[src/rtl/cvt_i2f_seq.sv]
// Multi-cycle FCVT.S.W / FCVT.S.WU converter: iterative normalisation,
// RISC-V rounding modes and an inexact flag, launched by START and ended by DONE.
module cvt_i2f_seq #(
  parameter int unsigned SHIFT_STEP = 1
) (
  input  logic        CLK,
  input  logic        RST,
  input  logic        START,
  input  logic [31:0] A,
  input  logic [3:0]  FUNC,
  input  logic [2:0]  RM,
  output logic        BUSY,
  output logic        DONE,
  output logic [31:0] result,
  output logic        NX
);

  localparam int unsigned W = 32;
  localparam logic [7:0]  EXP_TOP = 8'd158;
  localparam logic [3:0]  FUNC_WU = 4'd9;

  localparam logic [2:0] S_IDLE  = 3'd0;
  localparam logic [2:0] S_ABS   = 3'd1;
  localparam logic [2:0] S_NORM  = 3'd2;
  localparam logic [2:0] S_ROUND = 3'd3;
  localparam logic [2:0] S_OUT   = 3'd4;

  logic [2:0]   state, state_d;
  logic [W-1:0] a_q, a_d;
  logic         sgnd_q, sgnd_d;
  logic [2:0]   rm_q, rm_d;
  logic         sign_q, sign_d;
  logic [W-1:0] mag_q, mag_d;
  logic [7:0]   exp_q, exp_d;
  logic [31:0]  result_d;
  logic         nx_d, busy_d, done_d;

  logic         abs_sign;
  logic [W-1:0] abs_mag;
  logic [W-1:0] norm_mag;
  logic [7:0]   norm_exp;
  logic [22:0]  mant;
  logic         g, s, inc;
  logic [23:0]  mant_sum;
  logic [22:0]  mant_rnd;
  logic [7:0]   exp_rnd;

  // Sign/magnitude of the captured operand; the most negative value maps onto itself.
  always_comb begin
    abs_sign = sgnd_q & a_q[W-1];
    abs_mag  = abs_sign ? (~a_q + 32'd1) : a_q;
  end

  // One normalisation step: a wide shift only when it cannot pass the leading one.
  always_comb begin
    if (mag_q[W-1 -: SHIFT_STEP] == '0) begin
      norm_mag = mag_q << SHIFT_STEP;
      norm_exp = exp_q - 8'(SHIFT_STEP);
    end else begin
      norm_mag = mag_q << 1;
      norm_exp = exp_q - 8'd1;
    end
  end

  // Rounding of the normalised magnitude; a mantissa carry bumps the exponent.
  always_comb begin
    mant = mag_q[30:8];
    g    = mag_q[7];
    s    = |mag_q[6:0];
    case (rm_q)
      3'b001:  inc = 1'b0;
      3'b010:  inc = sign_q & (g | s);
      3'b011:  inc = ~sign_q & (g | s);
      3'b100:  inc = g;
      default: inc = g & (s | mant[0]);
    endcase
    mant_sum = {1'b0, mant} + 24'(inc);
    mant_rnd = mant_sum[23] ? 23'd0 : mant_sum[22:0];
    exp_rnd  = exp_q + 8'(mant_sum[23]);
  end

  always_comb begin
    state_d  = state;
    a_d      = a_q;
    sgnd_d   = sgnd_q;
    rm_d     = rm_q;
    sign_d   = sign_q;
    mag_d    = mag_q;
    exp_d    = exp_q;
    result_d = result;
    nx_d     = NX;
    case (state)
      S_IDLE: begin
        if (START) begin
          a_d     = A;
          sgnd_d  = (FUNC != FUNC_WU);
          rm_d    = RM;
          state_d = S_ABS;
        end
      end
      S_ABS: begin
        sign_d = abs_sign;
        mag_d  = abs_mag;
        exp_d  = EXP_TOP;
        if (abs_mag == '0) begin
          result_d = 32'd0;
          nx_d     = 1'b0;
          state_d  = S_OUT;
        end else if (abs_mag[W-1]) begin
          state_d = S_ROUND;
        end else begin
          state_d = S_NORM;
        end
      end
      S_NORM: begin
        mag_d = norm_mag;
        exp_d = norm_exp;
        if (norm_mag[W-1]) state_d = S_ROUND;
      end
      S_ROUND: begin
        result_d = {sign_q, exp_rnd, mant_rnd};
        nx_d     = g | s;
        state_d  = S_OUT;
      end
      S_OUT:   state_d = S_IDLE;
      default: state_d = S_IDLE;
    endcase
    busy_d = (state_d != S_IDLE);
    done_d = (state_d == S_OUT);
  end

  always_ff @(posedge CLK or negedge RST) begin
    if (!RST) begin
      state  <= S_IDLE;
      a_q    <= '0;
      sgnd_q <= 1'b0;
      rm_q   <= '0;
      sign_q <= 1'b0;
      mag_q  <= '0;
      exp_q  <= '0;
      result <= '0;
      NX     <= 1'b0;
      BUSY   <= 1'b0;
      DONE   <= 1'b0;
    end else begin
      state  <= state_d;
      a_q    <= a_d;
      sgnd_q <= sgnd_d;
      rm_q   <= rm_d;
      sign_q <= sign_d;
      mag_q  <= mag_d;
      exp_q  <= exp_d;
      result <= result_d;
      NX     <= nx_d;
      BUSY   <= busy_d;
      DONE   <= done_d;
    end
  end

endmodule
[config.mk]
export PLATFORM = sky130hd
export DESIGN_NAME = cvt_i2f_seq
export DESIGN_NICKNAME = d
export VERILOG_FILES = /design/src/rtl/cvt_i2f_seq.sv
export SDC_FILE = /design/constraint.sdc
export NUM_CORES = 1
export LEC_CHECK = 0
export CORE_MARGIN = 10
export CORE_UTILIZATION = 50
export DETAILED_ROUTE_END_ITERATION = 8
export DONT_BUFFER_PORTS = 1
export PLACE_DENSITY = 0.73
export SLEW_MARGIN = 25
export SYNTH_ARGS = -nofsm -noshare
export SYNTH_HDL_FRONTEND = slang
export SYNTH_SLANG_ARGS = --single-unit
[constraint.sdc]
create_clock -name CLK -period 4.2 [get_ports CLK]
set_input_delay 0.84 -clock CLK [delete_from_list [all_inputs] [get_ports CLK]]
set_output_delay 0.84 -clock CLK [all_outputs]
set_load 0.005 [all_outputs]
layers.png
(3 px per um)
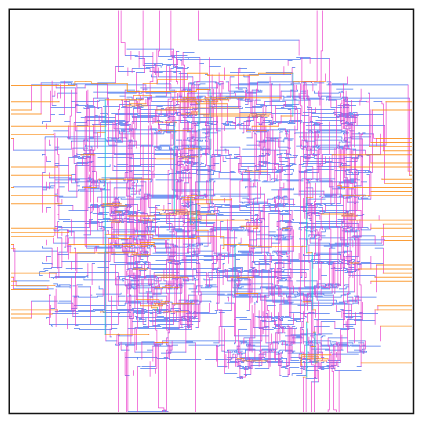
[M4] cyan | wire length: 292 um
[M1] blue | wire length: 7670 um
[M3] orange | wire length: 1550 um
[M2] magenta | wire length: 8220 um
Tot GR Track Use: 19.7%
drt total wl: 17.7 mm
via count: 5439
Wirelength per Cell: 20.6 um

pinout.png
(2 px per um) Pins as bars across the die edge, other pins in gray.
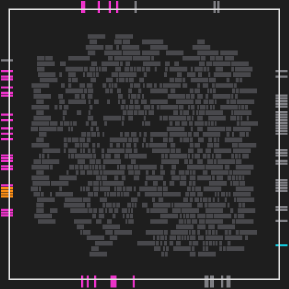
[FUNC] orange | pins: 4 | direction: input | edge: left
[A] magenta | pins: 32 | direction: input | edge: 20 left, 7 bottom, 5 top
[RST] cyan | pins: 1 | direction: input | edge: right
all pins by edge: 30 right, 25 left, 14 bottom, 8 top
Die Span Y: 134 um
I/O Buffers: 0

-- worst max path at each step --
stage               slack (ns)   start         end  depth (start not counted)
floorplan                 0.73  a_q[0]  result[22]                         11
global placement          0.52  a_q[1]   result[6]                         10
detailed placement        0.42  a_q[1]   result[6]                         10
CTS                       0.40  a_q[1]   result[6]                         10
global route              0.23  a_q[1]   result[6]                         10
finish                    0.34  a_q[1]   result[6]                         10
-- where the power goes --
part	switching, mW	internal, mW
logic	1.29	1.02
registers	0.745	1.58
clock network	0.504	1.13
-- per-layer routing --
layer  GRT usage [%]  vias to the layer above  routed length [um]  share of wire [%]
li1                -                     2515                   -                  -
met1            25.0                     2637                7670                 43
met2            30.9                      255                8220                 46
met3            6.31                       32                1550                8.7
met4            6.77                        0                 292                1.6
met5               0                        -                   0                  0
-- through the flow --
step           util (%)  std cells  hold slack [ns]  area, sq um  total power, mW
2_1_floorplan         -        701            0.473         6530             3.96
3_3_place_gp       52.2        831            0.490         6640             4.52
3_5_place_dp       52.2        831            0.510         6640             4.62
4_1_cts            57.4        862           0.0995         7300             6.28
5_1_grt            57.4        862           0.0950         7300             6.71
6_report           57.4        862            0.111         7300             6.28
-- worst max-delay path, stage by stage, from the launching register on --
cell,delay (ns)
dfrtp_1,0.41
inv_1,0.10
ha_1,0.21
or4b_1,0.60
or4_4,0.54
or4_1,0.51
a211o_1,0.33
a221oi_2,0.41
nand4_2,0.16
buf_4,0.22
a31o_2,0.26
-- cell usage after synthesis, drive strengths merged, types with 5 or more instances --
library cell  number
mux2i             11
a21oi             47
a31oi              6
and3               8
a22oi             31
nor3              18
nand4             14
dfrtp            114
nand2             59
nor2              46
inv               10
or2                5
clkbuf            46
o21ai             62
xor2              28
and2               6
xnor2             29
or4                6
a31o              14
buf               12
nand3             20
ha                 6
nor4              15
mux2              32
-- logic make-up after synthesis --
kind of cell / after synthesis / synth area share, %
simple gates: 223 / 17.5
mux: 43 / 7.20
flops: 114 / 43.7
buf+inv: 68 / 4.39
xor+xnor: 57 / 7.64
compound gates: 190 / 18.4
fa+ha+maj: 6 / 1.15
-- registers in the layout (all words and copies together) (netlist names) --
signal / cells
sign_q: 1
sgnd_q: 1
a_q: 32
mag_q: 31
DONE: 1
result: 32
BUSY: 1
exp_q: 8
NX: 1
rm_q: 3
state: 3
-- area by class of cell --
type / count / area, sq um / area share [%]
well taps: 172 / 215 / 2.95
repair buffers: 16 / 133 / 1.82
inverters: 10 / 37.5 / 0.514
clock buffers: 20 / 457 / 6.26
clock inverters: 11 / 208 / 2.84
flip-flops and latches: 114 / 2850 / 39.1
multi-input cells: 519 / 3400 / 46.5
==> job_summary.md <==
## PnR job results

| Metric | Value |
|---|---|
| First-pass GRT wire length | 28.3 mm |
| # clock sinks | 114 |
| Max Cap Violations | 0 |
| Max Transition Viols Final | 0 |
| Clk_skew | 0.00652 ns |
| DRT antenna net count | 0 |
| Tmin final | 3.86 ns |
| Vias in the first global route | 5184 |
| Max Clk Rate | 0.259 GHz |
| Die area | 18000 sq um |
| Top cells, area | dfrtp_1 (44%), mux2_2 (5.5%), o21ai_0 (4.5%) |
| Core Region | 12700 sq um |
| Worst rel slew slack | 34.1% |
| Hold crit path type | input port to asynchronous set/reset pin |
| Die width | 134 um |
| Number of core rows | 41 |
| Setup Fix Bufs, Post-CTS | 0 |
| Count of tool warnings | 28 |
| Worst r2r path cells | 10 |
| Final net count | 726 |
| Num ports | 77 |
| Synth unique cells | 62 |
| Most frequent logic cell in the layout | dfrtp_1 |
| PostCTS Resize Cnt | 0 |
| Synthesis Warnings | 0 |
| DR vias/cell | 6.31 |
| DRT Pass-1 Iters | 5 |
| Post-synth EDFFs | 0 |
| Crit end category | register |
| Floorplan Nets | 749 |
| Residual DRC | 0 |
| Share of the yosys chip area belonging to registers | 43.7% |
| Max-area cell share | 43.7% |
| Worst R2R End | result[6] |
| Yosys chip area | 6530 sq um |
| Clk root buf | clkbuf_16 |
| Asr flop ratio synth | 100% |
| Share of layout cells above drive strength 1 | 13.6% |
| Hold-fix buffers, CTS | 0 |
| PD cells | 860 nW/um^2 |
| Final Setup Violations | 0 |
| 1st-iter DRT viols | 385 |
| ANT cells | 0 |
| Final Hold Viols | 0 |
| Dominant synthesized flop cell | dfrtp_1 |
| Synth area leader | dfrtp_1 |
| Leak | 2.96 nW |
| CTS tree | built |
| CTS Buf Count | 17 |
| Pre-CTS WS | 0.417 ns |
| Fillers | 1151 |
| Critical Path Start Type | register |
| CP Max Fanout | 15 |
| Synthesized area | 6530 sq um |
| Crit path DRT | 4.51 ns |
| Slew @ Worst Pin | 0.988 ns |
| Status | finished clean |
| RSZ-0062 raised after global routing | no |
| Clock Pin Slew Worst Setup and Hold Paths | 0.05 ns |
| Pin count of the biggest net entering global routing | 115 |
| Top cells excl fill/tap | dfrtp_1 (114), nand2_1 (59), o21ai_0 (59), a21oi_1 (47), nor2_1 (46) |
| Period utilization | 91.9% |
| CTS Buffer Depth | 2 |
| RD Place Congestion | 0.888 |
| Post-DP HPWL | 12.7 mm |
| Reg2Reg Launch Point | a_q[1] |
| Htree depth | 4 |
| VDD IR max | 446 uV |
| Setup tns final | 0 ns |
| Initial antenna violation count | 0 |
| Area grow syn2layout | 11.8% |
| Grt ovf | 0 |
| Synth Instances | 701 |
| Critical path type | register to register |
| Worst reg-to-reg setup slack | 0.34 ns |
| Yosys cell count | 701 |
| Synth flops | 114 |
| FP Util | 51.3% |
| Late-Pin Clk Latency | 0.42 ns |
| Post-Syn Area per Cell | 9.32 sq um |
| Final WS setup | 0.340 ns |
| Worst EP arrival | 4.17 ns |
Power is estimated from default activity; no workload was simulated.
